File: src/rtl/muldiv_pkg.sv
// Shared definitions for the sequential RV64M multiply/divide unit:
// op encodings, FSM states, default widths and signedness helpers.
package muldiv_pkg;

  localparam int XLEN_DEF  = 64;
  localparam int CNT_W_DEF = 6;

  localparam logic [2:0] F3_MUL    = 3'b000;
  localparam logic [2:0] F3_MULH   = 3'b001;
  localparam logic [2:0] F3_MULHSU = 3'b010;
  localparam logic [2:0] F3_MULHU  = 3'b011;
  localparam logic [2:0] F3_DIV    = 3'b100;
  localparam logic [2:0] F3_DIVU   = 3'b101;
  localparam logic [2:0] F3_REM    = 3'b110;
  localparam logic [2:0] F3_REMU   = 3'b111;

  typedef enum logic [1:0] {
    S_IDLE,
    S_CALC,
    S_FIX,
    S_DONE
  } state_e;

  function automatic logic a_signed(input logic [2:0] f3);
    return (f3 == F3_MUL) || (f3 == F3_MULH) ||
           (f3 == F3_MULHSU) || (f3 == F3_DIV) ||
           (f3 == F3_REM);
  endfunction

  function automatic logic b_signed(input logic [2:0] f3);
    return (f3 == F3_MUL) || (f3 == F3_MULH) ||
           (f3 == F3_DIV) || (f3 == F3_REM);
  endfunction

endpackage

File: src/rtl/muldiv_step.sv
// One radix-2 iteration: shift-add for multiply, restoring
// subtract-and-shift for divide (divide only with MULDIV_DIV_EN).
module muldiv_step
  import muldiv_pkg::*;
#(
  parameter int XLEN = XLEN_DEF
) (
  input  logic            div_i,
  input  logic [XLEN-1:0] hi_i,
  input  logic [XLEN-1:0] lo_i,
  input  logic [XLEN-1:0] b_i,
  output logic [XLEN-1:0] hi_o,
  output logic [XLEN-1:0] lo_o
);

`ifdef MULDIV_DIV_EN
  logic [XLEN:0]   x;
  logic [XLEN:0]   y;
  logic            cin;
  logic [XLEN+1:0] s;

  // Shared adder: add multiplicand, or subtract divisor via ~b+1;
  // the top carry is the "no borrow" quotient bit.
  always_comb begin
    x   = {1'b0, hi_i};
    y   = lo_i[0] ? {1'b0, b_i} : '0;
    cin = 1'b0;
    if (div_i) begin
      x   = {hi_i, lo_i[XLEN-1]};
      y   = ~{1'b0, b_i};
      cin = 1'b1;
    end
    s    = {1'b0, x} + {1'b0, y}
         + {{(XLEN+1){1'b0}}, cin};
    hi_o = s[XLEN:1];
    lo_o = {s[0], lo_i[XLEN-1:1]};
    if (div_i) begin
      hi_o = s[XLEN+1] ? s[XLEN-1:0]
                       : x[XLEN-1:0];
      lo_o = {lo_i[XLEN-2:0], s[XLEN+1]};
    end
  end
`else
  logic [XLEN:0] s;
  logic          unused_div;

  assign unused_div = div_i;
  assign s    = {1'b0, hi_i}
              + (lo_i[0] ? {1'b0, b_i} : '0);
  assign hi_o = s[XLEN:1];
  assign lo_o = {s[0], lo_i[XLEN-1:1]};
`endif

endmodule

File: src/rtl/muldiv_seq.sv
// Sequential RV64M multiply/divide unit, one bit per cycle.
// Define MULDIV_DIV_EN to include DIV/DIVU/REM/REMU support.
module muldiv_seq
  import muldiv_pkg::*;
#(
  parameter int XLEN  = XLEN_DEF,
  parameter int CNT_W = CNT_W_DEF
) (
  input  logic            clk,
  input  logic            rst,
  input  logic            start,
  input  logic [2:0]      funct3,
  input  logic [XLEN-1:0] op_a,
  input  logic [XLEN-1:0] op_b,
  input  logic            flush,
  output logic            ready,
  output logic            busy,
  output logic            done,
  output logic [XLEN-1:0] result
);

  state_e            st_q, st_d;
  logic [CNT_W-1:0]  cnt_q, cnt_d;
  logic [XLEN-1:0]   hi_q, hi_d;
  logic [XLEN-1:0]   lo_q, lo_d;
  logic [XLEN-1:0]   b_q, b_d;
  logic [XLEN-1:0]   res_q, res_d;
  logic [2:0]        op_q, op_d;
  logic              sa_q, sa_d;
  logic              sb_q, sb_d;

  logic              accept, byp;
  logic              sgn_a, sgn_b;
  logic [XLEN-1:0]   st_hi, st_lo;
  logic [XLEN-1:0]   fix;
  logic [2*XLEN-1:0] prod, prod_n;
  logic [XLEN-1:0]   mul_sel;

  assign accept = (st_q == S_IDLE) && start && !flush;
  assign sgn_a  = a_signed(funct3) && op_a[XLEN-1];
  assign sgn_b  = b_signed(funct3) && op_b[XLEN-1];

`ifdef MULDIV_DIV_EN
  logic dbz, ovf;
  assign dbz = funct3[2] && (op_b == '0);
  assign ovf = funct3[2] && a_signed(funct3)
            && (op_a == {1'b1, {(XLEN-1){1'b0}}})
            && (&op_b);
  assign byp = dbz || ovf;
`else
  assign byp = funct3[2];
`endif

  muldiv_step #(.XLEN(XLEN)) u_step (
    .div_i (op_q[2]),
    .hi_i  (hi_q),
    .lo_i  (lo_q),
    .b_i   (b_q),
    .hi_o  (st_hi),
    .lo_o  (st_lo)
  );

  // Sign-correct the raw magnitudes and pick the requested half.
  always_comb begin
    prod    = {hi_q, lo_q};
    prod_n  = (sa_q ^ sb_q) ? -prod : prod;
    mul_sel = (op_q[1:0] == 2'b00)
            ? prod_n[XLEN-1:0]
            : prod_n[2*XLEN-1:XLEN];
    fix     = '0;
`ifdef MULDIV_DIV_EN
    unique case (1'b1)
      !op_q[2]:
        fix = mul_sel;
      op_q[2] && !op_q[1]:
        fix = (sa_q ^ sb_q) ? -lo_q : lo_q;
      op_q[2] && op_q[1]:
        fix = sa_q ? -hi_q : hi_q;
      default: fix = '0;
    endcase
`else
    fix = op_q[2] ? '0 : mul_sel;
`endif
  end

  // Next state: flush aborts anywhere, special cases skip CALC.
  always_comb begin
    st_d = st_q;
    if (flush) begin
      st_d = S_IDLE;
    end else begin
      case (st_q)
        S_IDLE: if (start)
                  st_d = byp ? S_FIX : S_CALC;
        S_CALC: if (cnt_q == CNT_W'(XLEN-1))
                  st_d = S_FIX;
        S_FIX:  st_d = S_DONE;
        S_DONE: st_d = S_IDLE;
        default: st_d = S_IDLE;
      endcase
    end
  end

  // Datapath: load magnitudes on accept, iterate, capture result.
  always_comb begin
    cnt_d = cnt_q;
    hi_d  = hi_q;
    lo_d  = lo_q;
    b_d   = b_q;
    op_d  = op_q;
    sa_d  = sa_q;
    sb_d  = sb_q;
    res_d = res_q;
    if (accept) begin
      op_d  = funct3;
      sa_d  = sgn_a;
      sb_d  = sgn_b;
      b_d   = sgn_b ? -op_b : op_b;
      hi_d  = '0;
      lo_d  = sgn_a ? -op_a : op_a;
      cnt_d = '0;
`ifdef MULDIV_DIV_EN
      // Preload final values; clearing signs skips correction.
      if (dbz) begin
        sa_d = 1'b0;
        sb_d = 1'b0;
        hi_d = op_a;
        lo_d = '1;
      end else if (ovf) begin
        sa_d = 1'b0;
        sb_d = 1'b0;
        hi_d = '0;
        lo_d = op_a;
      end
`else
      if (funct3[2]) begin
        hi_d = '0;
        lo_d = '0;
      end
`endif
    end else if (!flush && st_q == S_CALC) begin
      hi_d  = st_hi;
      lo_d  = st_lo;
      cnt_d = cnt_q + 1'b1;
    end else if (!flush && st_q == S_FIX) begin
      res_d = fix;
    end
  end

  // State and datapath registers with synchronous reset.
  always_ff @(posedge clk) begin
    if (rst) begin
      st_q  <= S_IDLE;
      cnt_q <= '0;
      hi_q  <= '0;
      lo_q  <= '0;
      b_q   <= '0;
      res_q <= '0;
      op_q  <= '0;
      sa_q  <= 1'b0;
      sb_q  <= 1'b0;
    end else begin
      st_q  <= st_d;
      cnt_q <= cnt_d;
      hi_q  <= hi_d;
      lo_q  <= lo_d;
      b_q   <= b_d;
      res_q <= res_d;
      op_q  <= op_d;
      sa_q  <= sa_d;
      sb_q  <= sb_d;
    end
  end

  assign ready  = (st_q == S_IDLE);
  assign busy   = (st_q == S_CALC) || (st_q == S_FIX);
  assign done   = (st_q == S_DONE);
  assign result = res_q;

endmodule

File: config.mk
export PLATFORM = sky130hd
export DESIGN_NAME = muldiv_seq
export DESIGN_NICKNAME = d
export VERILOG_FILES = /design/src/rtl/muldiv_pkg.sv /design/src/rtl/muldiv_step.sv /design/src/rtl/muldiv_seq.sv
export SDC_FILE = /design/constraint.sdc
export NUM_CORES = 1
export LEC_CHECK = 0
export CAP_MARGIN = 10
export CELL_PAD_IN_SITES_DETAIL_PLACEMENT = 0
export CELL_PAD_IN_SITES_GLOBAL_PLACEMENT = 1
export CORE_MARGIN = 2
export CORE_UTILIZATION = 40
export DETAILED_ROUTE_END_ITERATION = 12
export HOLD_SLACK_MARGIN = 0.15
export PLACE_DENSITY_LB_ADDON = 0.05
export SLEW_MARGIN = 10
export SYNTH_ARGS = -nofsm -noshare
export SYNTH_HDL_FRONTEND = slang
export SYNTH_SLANG_ARGS = --single-unit
File: constraint.sdc
create_clock -name clk -period 11.2 [get_ports clk]
set_clock_uncertainty 0.1 [all_clocks]
set_input_delay 1.12 -clock clk [delete_from_list [all_inputs] [get_ports clk]]
set_output_delay 1.12 -clock clk [all_outputs]
set_load 0.02 [all_outputs]
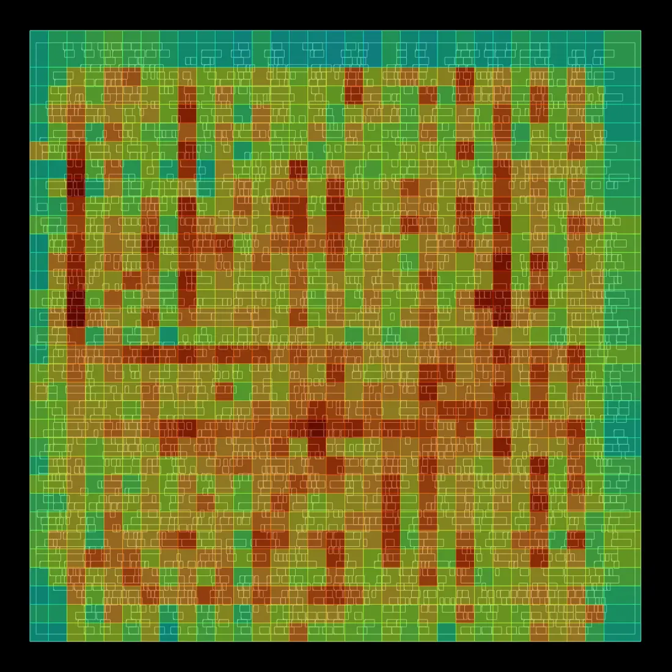
(congestion heat map)
utilization of the core after routing: 48.2%
total routing resource utilization after global routing: 28.2%

==> run_summary.xml <==
<?xml version="1.0" encoding="UTF-8"?>
<metrics>
  <group name="global_route">
    <metric name="grt_max_degree" unit="">94</metric>
    <metric name="grt_antenna_before_repair" unit="">1</metric>
    <metric name="globalRoute.totalOverflow" unit="">0</metric>
    <metric name="grt_pass1_wl" unit="um">113000</metric>
    <metric name="most_crowded_layer_gr" unit="">met2</metric>
    <metric name="gr-usage-met3" unit="%">5.45</metric>
    <metric name="met2_demand_to_capacity_share_in_global_routing" unit="%">45.5</metric>
  </group>
  <group name="layout">
    <metric name="fraction_of_layout_cells_with_a_size_suffix_above_1" unit="%">4.62</metric>
    <metric name="largestClassByArea" unit="">logic gates</metric>
    <metric name="synthToLayoutAreaGrowth" unit="%">18.5</metric>
    <metric name="finish.instance_area" unit="um2">23700</metric>
    <metric name="nClkBuffers" unit="">49</metric>
    <metric name="fin_cells" unit="">3475</metric>
    <metric name="final_layout_top_logic_cell" unit="">sky130_fd_sc_hd__nor2_1</metric>
    <metric name="logic_area" unit="um2">13800</metric>
    <metric name="fin_nets" unit="">2993</metric>
    <metric name="num-multi-input-gates" unit="">2200</metric>
    <metric name="nNonClkBuffers" unit="">229</metric>
    <metric name="layout.cells.most_common_list" unit="">290 x sky130_fd_sc_hd__nor2_1, 269 x sky130_fd_sc_hd__dfxtp_1, 243 x sky130_fd_sc_hd__nand2_1</metric>
    <metric name="layout.buffer.nonclock.area_share" unit="%">9.37</metric>
    <metric name="filler_cell_count" unit="">5021</metric>
    <metric name="seq_area_share" unit="%">22.7</metric>
    <metric name="clock_tree_area_fraction" unit="%">5.23</metric>
    <metric name="antenna_cells" unit="">0</metric>
    <metric name="area.sequential" unit="um2">5390</metric>
    <metric name="comb_area_share" unit="%">58.4</metric>
    <metric name="n_all_inverters" unit="">50</metric>
  </group>
  <group name="synthesis">
    <metric name="netlist-cell-type-count" unit="">81</metric>
    <metric name="yosys-mux-area-fraction" unit="%">0.250</metric>
    <metric name="synth_logic_family" unit="">AND-OR/OR-AND gates</metric>
    <metric name="ys_warn_count" unit="">0</metric>
    <metric name="topCellsByArea" unit="">sky130_fd_sc_hd__dfxtp_1 27%, sky130_fd_sc_hd__xnor2_1 6.3%, sky130_fd_sc_hd__xor2_1 5.9%</metric>
    <metric name="synth-compound-area-share" unit="%">26.5</metric>
    <metric name="synth_seq_share" unit="%">26.9</metric>
    <metric name="yosys.area.top_type" unit="">sky130_fd_sc_hd__dfxtp_1</metric>
    <metric name="async_sr_flop_fraction" unit="%">0</metric>
    <metric name="synth_nets" unit="">2902</metric>
    <metric name="yosys_most_used_dff" unit="">sky130_fd_sc_hd__dfxtp_1</metric>
    <metric name="ys_seq_elements" unit="">269</metric>
    <metric name="post_synth.cell_area_avg" unit="um2">7.42</metric>
    <metric name="synth-cells-yosys" unit="">2694</metric>
    <metric name="post_synth_xor_area_fraction" unit="%">12.2</metric>
    <metric name="enable_flop_cells" unit="">0</metric>
    <metric name="synth_area" unit="um2">20000</metric>
    <metric name="yosys.area.top_type_share" unit="%">26.9</metric>
    <metric name="yosysChipArea" unit="um2">20000</metric>
  </group>
  <group name="worst_hold_path">
    <metric name="worst_hold_path_type" unit="">flop to flop</metric>
    <metric name="min_delay_path_depth" unit="">2</metric>
    <metric name="hold_end" unit="">result[6]$_SDFFE_PP0P_</metric>
    <metric name="worstHoldStart" unit="">result[6]$_SDFFE_PP0P_</metric>
  </group>
  <group name="floorplan">
    <metric name="placeableCoreArea" unit="um2">49200</metric>
    <metric name="dieArea" unit="um2">51800</metric>
    <metric name="top_level_ports" unit="">202</metric>
    <metric name="fp-row-count" unit="">81</metric>
    <metric name="initial_utilization" unit="%">40.7</metric>
    <metric name="floorplan.die.width" unit="um">228</metric>
    <metric name="well_tap_count" unit="">664</metric>
  </group>
  <group name="setup_path">
    <metric name="critPathMaxStageDelay" unit="ps">750</metric>
    <metric name="r2r_cells" unit="">12</metric>
    <metric name="crit_path_frequent_cell" unit="">sky130_fd_sc_hd__a2111oi_2</metric>
    <metric name="critPathKind" unit="">flop to flop</metric>
    <metric name="worstReg2RegEnd" unit="">hi_q[52]$_SDFFE_PP0P_</metric>
    <metric name="critPathRequiredTime" unit="ps">11540</metric>
    <metric name="worst_path_max_delay_cell" unit="">sky130_fd_sc_hd__a2111oi_2</metric>
    <metric name="cp-startpoint" unit="">lo_q[0]$_SDFFE_PP0N_</metric>
    <metric name="critical_path.endpoint" unit="">hi_q[52]$_SDFFE_PP0P_</metric>
    <metric name="start_of_the_worst_register_to_register_path" unit="">lo_q[0]$_SDFFE_PP0N_</metric>
    <metric name="critPathCaptureType" unit="">flop</metric>
    <metric name="crit_path_cell_trace" unit="">buf_4, and2_1, ha_1, a21oi_1, a2111oi_2, o21ai_1, a2111o_1, a2111oi_2, o211ai_1, a211oi_1, o21ai_0, a32o_1</metric>
    <metric name="worst_ep_arrival_time" unit="ps">5160</metric>
    <metric name="path_delay_family" unit="">AND-OR/OR-AND gates</metric>
    <metric name="r2r_slack" unit="ps">6380</metric>
    <metric name="timing.critical_path.fanout_max" unit="">69</metric>
  </group>
  <group name="clock_network">
    <metric name="clk_pin_slew_worst_paths" unit="ps">60</metric>
    <metric name="ctsLongestPathBuffers" unit="">3</metric>
    <metric name="tritoncts" unit="">built</metric>
    <metric name="cts_sinks" unit="">269</metric>
    <metric name="postCtsHoldBufs" unit="">0</metric>
    <metric name="clock_tree.htree_level_count" unit="">2</metric>
    <metric name="clk-insertion-delay-late" unit="ps">550</metric>
    <metric name="tritoncts.num_buffers" unit="">35</metric>
    <metric name="clock_root_buffer" unit="">sky130_fd_sc_hd__clkbuf_16</metric>
    <metric name="buffers_inserted_during_post_cts_setup_optimization" unit="">0</metric>
    <metric name="cts_resized" unit="">0</metric>
  </group>
  <group name="placement">
    <metric name="place_inst" unit="">3412</metric>
    <metric name="place_worst_setup_slack" unit="ps">6200</metric>
    <metric name="place_area" unit="um2">22400</metric>
    <metric name="dp.final_hpwl" unit="um">57100</metric>
    <metric name="place.gp.congestion" unit="">0.954</metric>
  </group>
  <group name="detailed_routing">
    <metric name="routed_via_density" unit="">5.96</metric>
    <metric name="drc_markers" unit="">0</metric>
    <metric name="detailedRoute.firstPassIterationCount" unit="">7</metric>
    <metric name="drtAntennaViolNets" unit="">0</metric>
    <metric name="highest_signal_layer_in_the_routed_design" unit="">met4</metric>
    <metric name="vias" unit="">20700</metric>
    <metric name="dr.first_iter.drc_count" unit="">1746</metric>
    <metric name="detailroute.wirelength.met3" unit="um">5120</metric>
    <metric name="detail_route.wirelength" unit="um">74700</metric>
    <metric name="drt-wirelength-per-cell" unit="um">21.5</metric>
  </group>
  <group name="sta">
    <metric name="timing.hold.ws" unit="ps">340</metric>
    <metric name="rsz_0062_raised_after_global_routing" unit="">false</metric>
    <metric name="timing.final.crit_period" unit="ps">4820</metric>
    <metric name="maxSlewHeadroom" unit="%">14.8</metric>
    <metric name="worst_pin_slew" unit="ps">1280</metric>
    <metric name="setup_total_negative_slack" unit="ps">0</metric>
    <metric name="drv_slew" unit="">0</metric>
    <metric name="final-setup-viol-count" unit="">0</metric>
    <metric name="fin_ws" unit="ps">6380</metric>
  </group>
  <group name="pwr">
    <metric name="power.total" unit="mW">2.83</metric>
    <metric name="power_report.internal_total" unit="mW">1.97</metric>
    <metric name="pwr-share-clk" unit="%">43.1</metric>
    <metric name="irDropWorstVdd" unit="mV">0.110</metric>
    <metric name="seq_power" unit="mW">1.06</metric>
    <metric name="power.sequential.fraction" unit="%">37.4</metric>
    <metric name="power-top-group" unit="">the clock network</metric>
    <metric name="clock_power" unit="mW">1.22</metric>
    <metric name="pwr.group.combinational" unit="mW">0.550</metric>
    <metric name="netSwitchingPower" unit="mW">0.853</metric>
    <metric name="power_switching_share" unit="%">30.2</metric>
    <metric name="power_per_cell_area" unit="nW/um2">119</metric>
    <metric name="leakage" unit="nW">8.79</metric>
  </group>
  <group name="job">
    <metric name="log.warning_count" unit="">29</metric>
  </group>
  <group name="outcome">
    <metric name="outcome" unit="">finished, final reports clean</metric>
  </group>
</metrics>
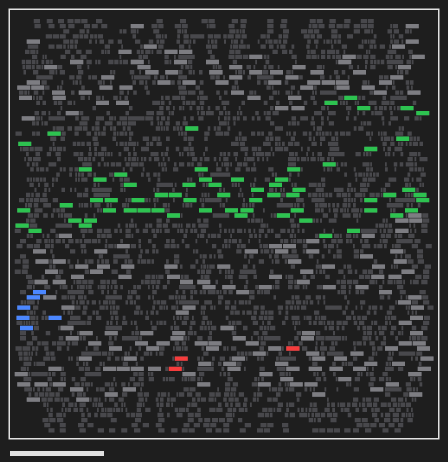
(register map, names as in the netlist)
The bar under the picture is 50 um long. Other sequential cells in the stronger grey, the rest of the logic in the fainter grey.
[blue] cnt_q | placed flops: 6
[red] op_q | placed flops: 3
[green] hi_q | placed flops: 64 | where: a horizontal strip, middle

Power figures rest on the tool's default switching activity, not on a simulated workload.
